run_1/congestion_map.png
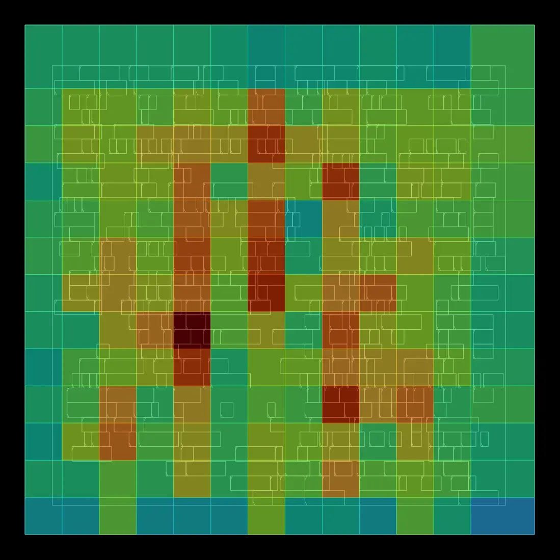
run_1/ff_map.png
Scale: 3 px per µm. Other sequential cells in the stronger grey, the rest of the logic in the fainter grey.
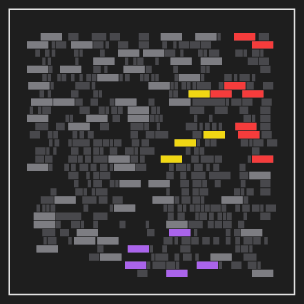
run_1/layers.png
Scale: 4 px per µm.
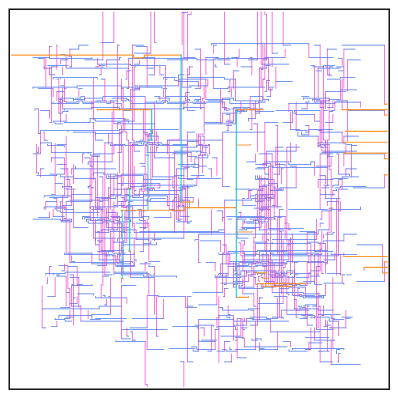
--- src/rtl/uart_pkg.sv ---
// Shared UART definitions: parity modes, FSM states and the oversample ratio.
// Used by both the transmit and receive paths of uart_core.
package uart_pkg;

    localparam int PAR_NONE   = 0;
    localparam int PAR_ODD    = 1;
    localparam int PAR_EVEN   = 2;
    localparam int OVERSAMPLE = 16;

    typedef enum logic [2:0] {
        IDLE,
        START,
        DATA,
        PARITY,
        STOP
    } uart_state_t;

endpackage

--- src/rtl/uart_baud_tick.sv ---
// Oversample tick divider: one-cycle tick every DIV clocks.
// clr restarts the count so a frame's bit grid aligns to its trigger.
module uart_baud_tick #(
    parameter int DIV = 1
) (
    input  logic sys_clk,
    input  logic sys_rst_n,
    input  logic clr,
    output logic tick
);

    localparam int W = (DIV > 1) ? $clog2(DIV) : 1;
    localparam logic [W-1:0] LAST = W'(DIV - 1);

    logic [W-1:0] r_cnt;

    always_ff @(posedge sys_clk) begin
        if (!sys_rst_n || clr) begin
            r_cnt <= '0;
        end else if (r_cnt == LAST) begin
            r_cnt <= '0;
        end else begin
            r_cnt <= r_cnt + 1'b1;
        end
    end

    assign tick = (r_cnt == LAST);

endmodule

--- src/rtl/uart_core.sv ---
// Full-duplex UART: framed transmitter with valid/ready input and a
// 16x oversampling receiver with parity, framing and overrun reporting.
module uart_core #(
    parameter int CLK_FREQ  = 50_000_000,
    parameter int BAUD      = 115200,
    parameter int DATA_BITS = 8,
    parameter int PARITY    = 0,
    parameter int STOP_BITS = 1,
    parameter int OS_DIV    = CLK_FREQ / (BAUD * uart_pkg::OVERSAMPLE)
) (
    input  logic                 sys_clk,
    input  logic                 sys_rst_n,
    input  logic                 tx_valid,
    output logic                 tx_ready,
    input  logic [DATA_BITS-1:0] tx_data,
    output logic                 tx_busy,
    output logic                 uart_tx,
    input  logic                 uart_rx,
    output logic                 rx_valid,
    input  logic                 rx_ready,
    output logic [DATA_BITS-1:0] rx_data,
    output logic                 rx_parity_err,
    output logic                 rx_frame_err,
    output logic                 rx_overrun
);

    import uart_pkg::*;

    generate
        if (OS_DIV < 1 || DATA_BITS < 5 || DATA_BITS > 9 ||
            PARITY < 0 || PARITY > 2 ||
            STOP_BITS < 1 || STOP_BITS > 2) begin : g_bad_param
            $error("uart_core: illegal parameter set");
        end
    endgenerate

    localparam logic [3:0] OS_LAST   = 4'(OVERSAMPLE - 1);
    localparam logic [3:0] OS_MID    = 4'(OVERSAMPLE / 2 - 1);
    localparam logic [3:0] BIT_LAST  = 4'(DATA_BITS - 1);
    localparam logic [3:0] STOP_LAST = 4'(STOP_BITS - 1);
    localparam logic       PAR_EN    = (PARITY != PAR_NONE);
    localparam logic       PAR_INV   = (PARITY == PAR_ODD);

    uart_state_t          r_tx_state;
    logic [3:0]           r_tx_os;
    logic [3:0]           r_tx_bit;
    logic [DATA_BITS-1:0] r_tx_shift;
    logic                 r_tx_par;
    logic                 r_tx_line;
    logic                 w_tx_tick;
    logic                 w_tx_accept;

    assign w_tx_accept = tx_valid && (r_tx_state == IDLE);
    assign tx_ready    = (r_tx_state == IDLE);
    assign tx_busy     = (r_tx_state != IDLE);
    assign uart_tx     = r_tx_line;

    uart_baud_tick #(.DIV(OS_DIV)) u_tx_tick (
        .sys_clk   (sys_clk),
        .sys_rst_n (sys_rst_n),
        .clr       (w_tx_accept),
        .tick      (w_tx_tick)
    );

    always_ff @(posedge sys_clk) begin
        if (!sys_rst_n) begin
            r_tx_state <= IDLE;
            r_tx_os    <= '0;
            r_tx_bit   <= '0;
            r_tx_shift <= '0;
            r_tx_par   <= 1'b0;
            r_tx_line  <= 1'b1;
        end else begin
            unique case (r_tx_state)
                IDLE: begin
                    if (w_tx_accept) begin
                        r_tx_shift <= tx_data;
                        r_tx_par   <= (^tx_data) ^ PAR_INV;
                        r_tx_os    <= '0;
                        r_tx_bit   <= '0;
                        r_tx_line  <= 1'b0;
                        r_tx_state <= START;
                    end
                end
                START: begin
                    if (w_tx_tick) begin
                        r_tx_os <= r_tx_os + 1'b1;
                        if (r_tx_os == OS_LAST) begin
                            r_tx_line  <= r_tx_shift[0];
                            r_tx_shift <= r_tx_shift >> 1;
                            r_tx_state <= DATA;
                        end
                    end
                end
                DATA: begin
                    if (w_tx_tick) begin
                        r_tx_os <= r_tx_os + 1'b1;
                        if (r_tx_os == OS_LAST) begin
                            if (r_tx_bit == BIT_LAST) begin
                                r_tx_bit <= '0;
                                if (PAR_EN) begin
                                    r_tx_line  <= r_tx_par;
                                    r_tx_state <= uart_pkg::PARITY;
                                end else begin
                                    r_tx_line  <= 1'b1;
                                    r_tx_state <= STOP;
                                end
                            end else begin
                                r_tx_bit   <= r_tx_bit + 1'b1;
                                r_tx_line  <= r_tx_shift[0];
                                r_tx_shift <= r_tx_shift >> 1;
                            end
                        end
                    end
                end
                uart_pkg::PARITY: begin
                    if (w_tx_tick) begin
                        r_tx_os <= r_tx_os + 1'b1;
                        if (r_tx_os == OS_LAST) begin
                            r_tx_line  <= 1'b1;
                            r_tx_state <= STOP;
                        end
                    end
                end
                STOP: begin
                    if (w_tx_tick) begin
                        r_tx_os <= r_tx_os + 1'b1;
                        if (r_tx_os == OS_LAST) begin
                            if (r_tx_bit == STOP_LAST) begin
                                r_tx_state <= IDLE;
                            end else begin
                                r_tx_bit <= r_tx_bit + 1'b1;
                            end
                        end
                    end
                end
                default: r_tx_state <= IDLE;
            endcase
        end
    end

    uart_state_t          r_rx_state;
    logic                 r_rx_meta;
    logic                 r_rx_sync;
    logic                 r_rx_prev;
    logic [3:0]           r_rx_os;
    logic [3:0]           r_rx_bit;
    logic [DATA_BITS-1:0] r_rx_shift;
    logic                 r_rx_par_bit;
    logic                 r_rx_stop_err;
    logic                 r_rx_valid;
    logic [DATA_BITS-1:0] r_rx_data;
    logic                 r_rx_perr;
    logic                 r_rx_ferr;
    logic                 r_rx_ovr;
    logic                 w_rx_tick;
    logic                 w_rx_edge;
    logic                 w_rx_clr;
    logic                 w_rx_sample;
    logic                 w_rx_done;
    logic                 w_rx_perr;
    logic                 w_rx_ferr;

    assign w_rx_edge   = r_rx_prev && !r_rx_sync;
    assign w_rx_clr    = (r_rx_state == IDLE) && w_rx_edge;
    assign w_rx_sample = w_rx_tick && (r_rx_os == OS_LAST);
    assign w_rx_done   = (r_rx_state == STOP) && w_rx_sample &&
                         (r_rx_bit == STOP_LAST);
    assign w_rx_perr   = PAR_EN &&
                         (((^r_rx_shift) ^ PAR_INV) != r_rx_par_bit);
    assign w_rx_ferr   = r_rx_stop_err || !r_rx_sync;

    assign rx_valid      = r_rx_valid;
    assign rx_data       = r_rx_data;
    assign rx_parity_err = r_rx_perr;
    assign rx_frame_err  = r_rx_ferr;
    assign rx_overrun    = r_rx_ovr;

    uart_baud_tick #(.DIV(OS_DIV)) u_rx_tick (
        .sys_clk   (sys_clk),
        .sys_rst_n (sys_rst_n),
        .clr       (w_rx_clr),
        .tick      (w_rx_tick)
    );

    // Sync chain idles high so reset release never looks like a start edge
    always_ff @(posedge sys_clk) begin
        if (!sys_rst_n) begin
            r_rx_meta <= 1'b1;
            r_rx_sync <= 1'b1;
            r_rx_prev <= 1'b1;
        end else begin
            r_rx_meta <= uart_rx;
            r_rx_sync <= r_rx_meta;
            r_rx_prev <= r_rx_sync;
        end
    end

    always_ff @(posedge sys_clk) begin
        if (!sys_rst_n) begin
            r_rx_state    <= IDLE;
            r_rx_os       <= '0;
            r_rx_bit      <= '0;
            r_rx_shift    <= '0;
            r_rx_par_bit  <= 1'b0;
            r_rx_stop_err <= 1'b0;
        end else begin
            unique case (r_rx_state)
                IDLE: begin
                    if (w_rx_edge) begin
                        r_rx_os       <= '0;
                        r_rx_bit      <= '0;
                        r_rx_stop_err <= 1'b0;
                        r_rx_state    <= START;
                    end
                end
                START: begin
                    if (w_rx_tick) begin
                        r_rx_os <= r_rx_os + 1'b1;
                        if (r_rx_os == OS_MID) begin
                            r_rx_os    <= '0;
                            r_rx_state <= r_rx_sync ? IDLE : DATA;
                        end
                    end
                end
                DATA: begin
                    if (w_rx_tick) begin
                        r_rx_os <= r_rx_os + 1'b1;
                    end
                    if (w_rx_sample) begin
                        r_rx_shift <= {r_rx_sync, r_rx_shift[DATA_BITS-1:1]};
                        if (r_rx_bit == BIT_LAST) begin
                            r_rx_bit   <= '0;
                            r_rx_state <= PAR_EN ? uart_pkg::PARITY : STOP;
                        end else begin
                            r_rx_bit <= r_rx_bit + 1'b1;
                        end
                    end
                end
                uart_pkg::PARITY: begin
                    if (w_rx_tick) begin
                        r_rx_os <= r_rx_os + 1'b1;
                    end
                    if (w_rx_sample) begin
                        r_rx_par_bit <= r_rx_sync;
                        r_rx_state   <= STOP;
                    end
                end
                STOP: begin
                    if (w_rx_tick) begin
                        r_rx_os <= r_rx_os + 1'b1;
                    end
                    if (w_rx_sample) begin
                        if (r_rx_bit == STOP_LAST) begin
                            r_rx_state <= IDLE;
                        end else begin
                            r_rx_bit      <= r_rx_bit + 1'b1;
                            r_rx_stop_err <= r_rx_stop_err || !r_rx_sync;
                        end
                    end
                end
                default: r_rx_state <= IDLE;
            endcase
        end
    end

    // A completion coinciding with rx_ready is a read plus a load
    always_ff @(posedge sys_clk) begin
        if (!sys_rst_n) begin
            r_rx_valid <= 1'b0;
            r_rx_data  <= '0;
            r_rx_perr  <= 1'b0;
            r_rx_ferr  <= 1'b0;
            r_rx_ovr   <= 1'b0;
        end else begin
            r_rx_ovr <= 1'b0;
            if (w_rx_done) begin
                r_rx_data  <= r_rx_shift;
                r_rx_perr  <= w_rx_perr;
                r_rx_ferr  <= w_rx_ferr;
                r_rx_valid <= 1'b1;
                r_rx_ovr   <= r_rx_valid && !rx_ready;
            end else if (rx_ready) begin
                r_rx_valid <= 1'b0;
            end
        end
    end

endmodule

--- config.mk ---
export PLATFORM = sky130hd
export DESIGN_NAME = uart_core
export DESIGN_NICKNAME = d
export VERILOG_FILES = /design/src/rtl/uart_pkg.sv /design/src/rtl/uart_baud_tick.sv /design/src/rtl/uart_core.sv
export SDC_FILE = /design/constraint.sdc
export NUM_CORES = 1
export LEC_CHECK = 0
export CELL_PAD_IN_SITES_DETAIL_PLACEMENT = 0
export CELL_PAD_IN_SITES_GLOBAL_PLACEMENT = 1
export CORE_MARGIN = 5
export CORE_UTILIZATION = 43
export DETAILED_ROUTE_END_ITERATION = 12
export PLACE_DENSITY = 0.76
export SLEW_MARGIN = 15
export SYNTH_ARGS = -nofsm -noshare
export SYNTH_HDL_FRONTEND = slang
export SYNTH_SLANG_ARGS = --single-unit
export TNS_END_PERCENT = 5
--- constraint.sdc ---
create_clock -name sys_clk -period 2.4 [get_ports sys_clk]
set_clock_uncertainty 0.15 [all_clocks]
set_input_delay 0.24 -clock sys_clk [delete_from_list [all_inputs] [get_ports sys_clk]]
set_output_delay 0.24 -clock sys_clk [all_outputs]
set_load 0.01 [all_outputs]
==> qor.csv, run 1 <==
stage;metric;value;unit
synthesis;most numerous cell in the Yosys netlist;dfxtp_1;
flow_run;Max Cap Viol;0;
critical_path;slowest CP cell;clkdlybuf4s50_1;
grt;total grt overflow;0;
critical_path;CP endpoint;tx_ready;
power;Sequential Power Share;50.2;%
layout;multi-input gate count;268;
synthesis;most used flip-flop cell;dfxtp_1;
synthesis;Mapped Nets;385;
die;FP Core Util;44.8;%
layout;Biggest Area Class;multi-input combinational cells;
flow_run;count of tool warnings;30;
final_timing;WHS;0.278;ns
detailed_routing;Vias/cell;5.18;
power;Peak VDD IR;0.000291;V
power;Comb pwr share;8.5;%
die;row cnt;30;
layout;flop share of the area;35.2;%
grt;vias in the first global route;2340;
final_timing;Finish-stage setup viols;0;
synthesis;yosys xor share;3.41;%
critical_path;R2R setup slack;0.31;ns
power;combinational cell power;0.190;mW
synthesis;Complex Gates by Area;16.3;%
final_timing;RSZ-0062 raised after global routing;no;
synthesis;Chip Area, Yosys;0.00308;mm²
layout;top logic cells by instance count in the layout;64 x dfxtp_1, 49 x nand2_1, 39 x nor2_1;
worst_hold_path;hold depth;1;
synthesis;Synth flops;64;
synthesis;fa+ha+maj area frac;4.07;%
cts;H-tree lvl count;3;
layout;Signal buf overhead;8.99;%
detailed_routing;wire length on met3;195;µm
status;status;finished clean;
power;Top power group;registers;
worst_hold_path;min-delay src;r_rx_meta;
grt;met1 Usage GRT;19.9;%
synthesis;yosys warns;0;
detailed_routing;drt total wl;6370;µm
final_timing;Max-slew headroom;60.2;%
cts;CTS root buffer;clkbuf_8;
cts;Reg clk slew, reported paths;0.07;ns
worst_hold_path;Min-Delay Endpoint;r_rx_sync;
detailed_routing;Detailed Routing Iterations Pass 1;4;
detailed_routing;per-cell routed wire length;12.9;µm
critical_path;CP Capture Type;output port;
layout;Plain + repair buffers;35;
place;Place WS;0.237;ns
layout;logic area;0.00167;mm²
place;Placed Area;0.00345;mm²
layout;Antenna Cells;0;
synthesis;Synth Cell Area;0.00308;mm²
critical_path;worst path required time;2.01;ns
synthesis;top-area cell type share of the netlist area;41.6;%
detailed_routing;met1 WL;3100;µm
cts;total CTS buffers;9;
place;Placer Congestion;0.797;
place;DP HPWL;4480;µm
final_timing;fin crit period;2.25;ns
synthesis;mux frac, synth;3.62;%
cts;Max Buffers Root-to-Sink;2;
power;switching power;0.567;mW
cts;post-cts sizing count;0;
synthesis;Post-Synthesis Cells;362;
power;Power Dens Cells;612;mW/mm²
die;Tap Cells;96;
synthesis;Top non-seq family;simple AND/OR/NAND/NOR gates;
critical_path;WS Path Type;reg2out;
layout;Commonest Layout Cell;dfxtp_1;
synthesis;Yosys Instances;362;
synthesis;cell taking the most area after synthesis;dfxtp_1;
critical_path;reg-to-reg startpoint;r_rx_state[2];
cts;postcts setup bufs;0;
grt;antenna violations before repair;0;
critical_path;Critical Path Max Stage Delay;0.57;ns
synthesis;number of flops mapped to enable cells by yosys;0;
worst_hold_path;Worst Hold Class;reg2reg;
power;clock power share;41.3;%
die;chip height;94.6;µm
critical_path;CP Buf/Inv Count;1;
grt;first-pass GRT wire length;10900;µm
synthesis;Top cells by area;dfxtp_1 42%, nand2_1 6.0%, a21oi_1 5.2%;
final_timing;f_max;0.444;GHz
grt;GRT Total Usage;15.4;%
layout;ClkCell Share;5.39;%
layout;register area;0.00128;mm²
critical_path;r2r endpoint;r_rx_bit[1];
About congestion_map.png:
met3 GRT Util: 3.82%
Most Crowded Layer GR: met2
final core occ: 53.1%

About ff_map.png:
Key: r_tx_shift = red [sequential cells 8]; r_tx_bit = yellow [sequential cells 4]; u_tx_tick.r_cnt = purple [sequential cells 5, where bottom centre]

About layers.png:
Key: M1 = blue [wire length 3100 µm]; M2 = magenta [wire length 2930 µm]; M3 = orange [wire length 196 µm]; M4 = cyan [wire length 142 µm]

==> run 1 -> run 2 <==
Settings changed: CORE_ASPECT_RATIO set to 0.75, CORE_UTILIZATION 43 to 45, CTS_BUF_LIST set to sky130_fd_sc_hd__clkbuf_2, CTS_CLUSTER_SIZE set to 40, PLACE_DENSITY 0.76 to 0.79.
==> run 2 against run 1 <==
Effect of this change: sequential cell count did not move; critical endpoint is now tx_busy; setup slack worse by 0.0048 ns; fmax is 0.21% lower; via count is 2.1% lower.
==> qor.csv, run 2 <==
stage;metric;value;unit;change
synthesis;Complex Gates by Area;16.3;%;unchanged
cts;CTS root buffer;clkbuf_2;;
cts;postcts setup bufs;0;;unchanged
synthesis;cell taking the most area after synthesis;dfxtp_1;;
final_timing;WHS;0.174;ns;-0.104 ns
layout;total number of sequential cells;64;;
layout;FILL cells;682;;
layout;logic area;0.00167;mm²;+0.15%
synthesis;Top non-seq family;simple AND/OR/NAND/NOR gates;;
grt;met3 GRT Util;4.48;%;+0.65 points
synthesis;Chip Area, Yosys;0.00308;mm²;unchanged
detailed_routing;wire length on met3;283;µm;+45%
grt;first-pass GRT wire length;10500;µm;-3.3%
grt;met1 Usage GRT;21.3;%;+1.4 points
final_timing;cycle use final;94.1;%;
cts;Max Buffers Root-to-Sink;2;;unchanged
cts;hold_buf cts;0;;
detailed_routing;met1 WL;3260;µm;+5.3%
cts;post-cts sizing count;3;;+3
layout;Biggest Area Class;multi-input combinational cells;;
power;Leak Pwr;1.31;nW;
detailed_routing;final routed DRC violation total;0;;
cts;clock sinks;64;;
critical_path;cells on worst reg2reg path;6;;
synthesis;register share after synthesis;41.6;%;
cts;total CTS buffers;9;;unchanged
synthesis;fa+ha+maj area frac;4.07;%;unchanged
power;Peak VDD IR;0.000326;V;+12%
worst_hold_path;Worst Hold Class;in2reg;;
critical_path;CP delay by family, top;buffers and inverters;;
grt;largest net degree at the start of global routing;29;;
synthesis;Mapped Nets;385;;unchanged
layout;ClkCell Share;3.92;%;-1.5 points
synthesis;Post-Synthesis Cells;362;;unchanged
layout;final core occ;53.1;%;about the same
status;status;finished clean;;
final_timing;fin crit period;2.26;ns;+0.00476 ns
power;switching power;0.528;mW;-6.9%
grt;Most Crowded Layer GR;met2;;
power;Top power group;registers;;
layout;multi-input gate count;268;;unchanged
die;die x size;105;µm;
synthesis;Yosys Instances;362;;unchanged
detailed_routing;Detailed Routing Iterations Pass 1;4;;unchanged
final_timing;f_max;0.443;GHz;-0.21%
place;Place WS;0.264;ns;+0.0274 ns
layout;clkbuf count;9;;
place;Placed Area;0.00343;mm²;-0.65%
synthesis;number of flops mapped to enable cells by yosys;0;;unchanged
layout;Signal buf overhead;8.93;%;-0.069 points
worst_hold_path;Min-Delay Endpoint;r_rx_meta;;
final_timing;Max-slew headroom;61.3;%;+1.1 points
detailed_routing;Vias/cell;5.21;;+0.58%
critical_path;crit-path cells;or2_2, nor2_2, inv_1, clkdlybuf4s50_1;;
synthesis;most numerous cell in the Yosys netlist;dfxtp_1;;
place;Placer Congestion;0.816;;+2.4%
critical_path;slowest CP cell;clkdlybuf4s50_1;;
final_timing;RSZ-0062 raised after global routing;no;;
layout;share of cells above drive strength 1;10.6;%;
critical_path;R2R setup slack;0.22;ns;-0.09 ns
synthesis;Synth flops;64;;unchanged
grt;total grt overflow;0;;unchanged
synthesis;mux frac, synth;3.62;%;unchanged
die;row cnt;26;;-13%
layout;register area;0.00129;mm²;+0.59%
critical_path;reg-to-reg startpoint;r_tx_os[0];;
layout;Antenna Cells;0;;unchanged
layout;Plain + repair buffers;34;;-2.9%
final_timing;Slew @ Worst Pin;0.580;ns;
die;chip height;81.6;µm;-14%
flow_run;count of tool warnings;30;;unchanged
synthesis;Top cells by area;dfxtp_1 42%, nand2_1 6.0%, a21oi_1 5.2%;;
final_timing;Final Slew Violations;0;;
grt;vias in the first global route;2222;;-5.0%
cts;H-tree lvl count;3;;unchanged
worst_hold_path;min-delay src;uart_rx;;
detailed_routing;WL met2;2470;µm;
power;clock power share;36.5;%;-4.8 points
layout;flop share of the area;36.1;%;+0.90 points
critical_path;WS Path Type;reg2out;;
worst_hold_path;hold depth;2;;+1
power;combinational cell power;0.188;mW;about the same
layout;top logic cells by instance count in the layout;62 x dfxtp_1, 49 x nand2_1, 38 x nor2_1;;
layout;Commonest Layout Cell;dfxtp_1;;
critical_path;Critical Path Max Stage Delay;0.47;ns;-0.10 ns
die;I/O Pins;28;;
power;Power Dens Cells;576;mW/mm²;-5.8%
critical_path;worst path required time;2.01;ns;about the same
critical_path;Worst Setup SP;r_tx_state[1];;
grt;antenna violations before repair;0;;unchanged
synthesis;yosys xor share;3.41;%;unchanged
critical_path;critical path fanouts, max;11;;
power;Comb pwr share;9.1;%;+0.6 points
die;core area;0.00673;mm²;
critical_path;crit path launch type;flip-flop;;
power;Sequential Power Share;54.4;%;+4.2 points
critical_path;r2r endpoint;r_tx_bit[0];;
final_timing;final setup margin;0.143;ns;
synthesis;most used flip-flop cell;dfxtp_1;;
cts;CTS tree;built;;
place;DP HPWL;4390;µm;-2.0%
die;Tap Cells;84;;-13%
final_timing;Finish-stage setup viols;0;;unchanged
critical_path;CP endpoint;tx_busy;;
critical_path;CP Buf/Inv Count;2;;+1
flow_run;Max Cap Viol;0;;unchanged
synthesis;yosys warns;0;;unchanged
layout;combinational share of cell area;46.7;%;
synthesis;top-area cell type share of the netlist area;41.6;%;unchanged
synthesis;Avg Cell Area, Syn;8.50;µm²;
cts;Reg clk slew, reported paths;0.18;ns;+0.11 ns
critical_path;CP Capture Type;output port;;
die;FP Core Util;45.7;%;+0.90 points
synthesis;Synth Cell Area;0.00308;mm²;unchanged
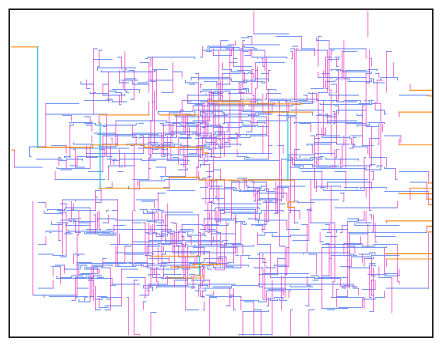
run_2/layers.png
Scale: 4 px per µm.
Key: M4 = cyan [wire length 63.2 µm]; M2 = magenta [wire length 2470 µm]; M3 = orange [wire length 284 µm]; M1 = blue [wire length 3260 µm]
via count: 2502
per-cell routed wire length: 12.7 µm
drt total wl: 6080 µm
GRT Total Usage: 15.1%

Power is estimated from default activity; no workload was simulated.
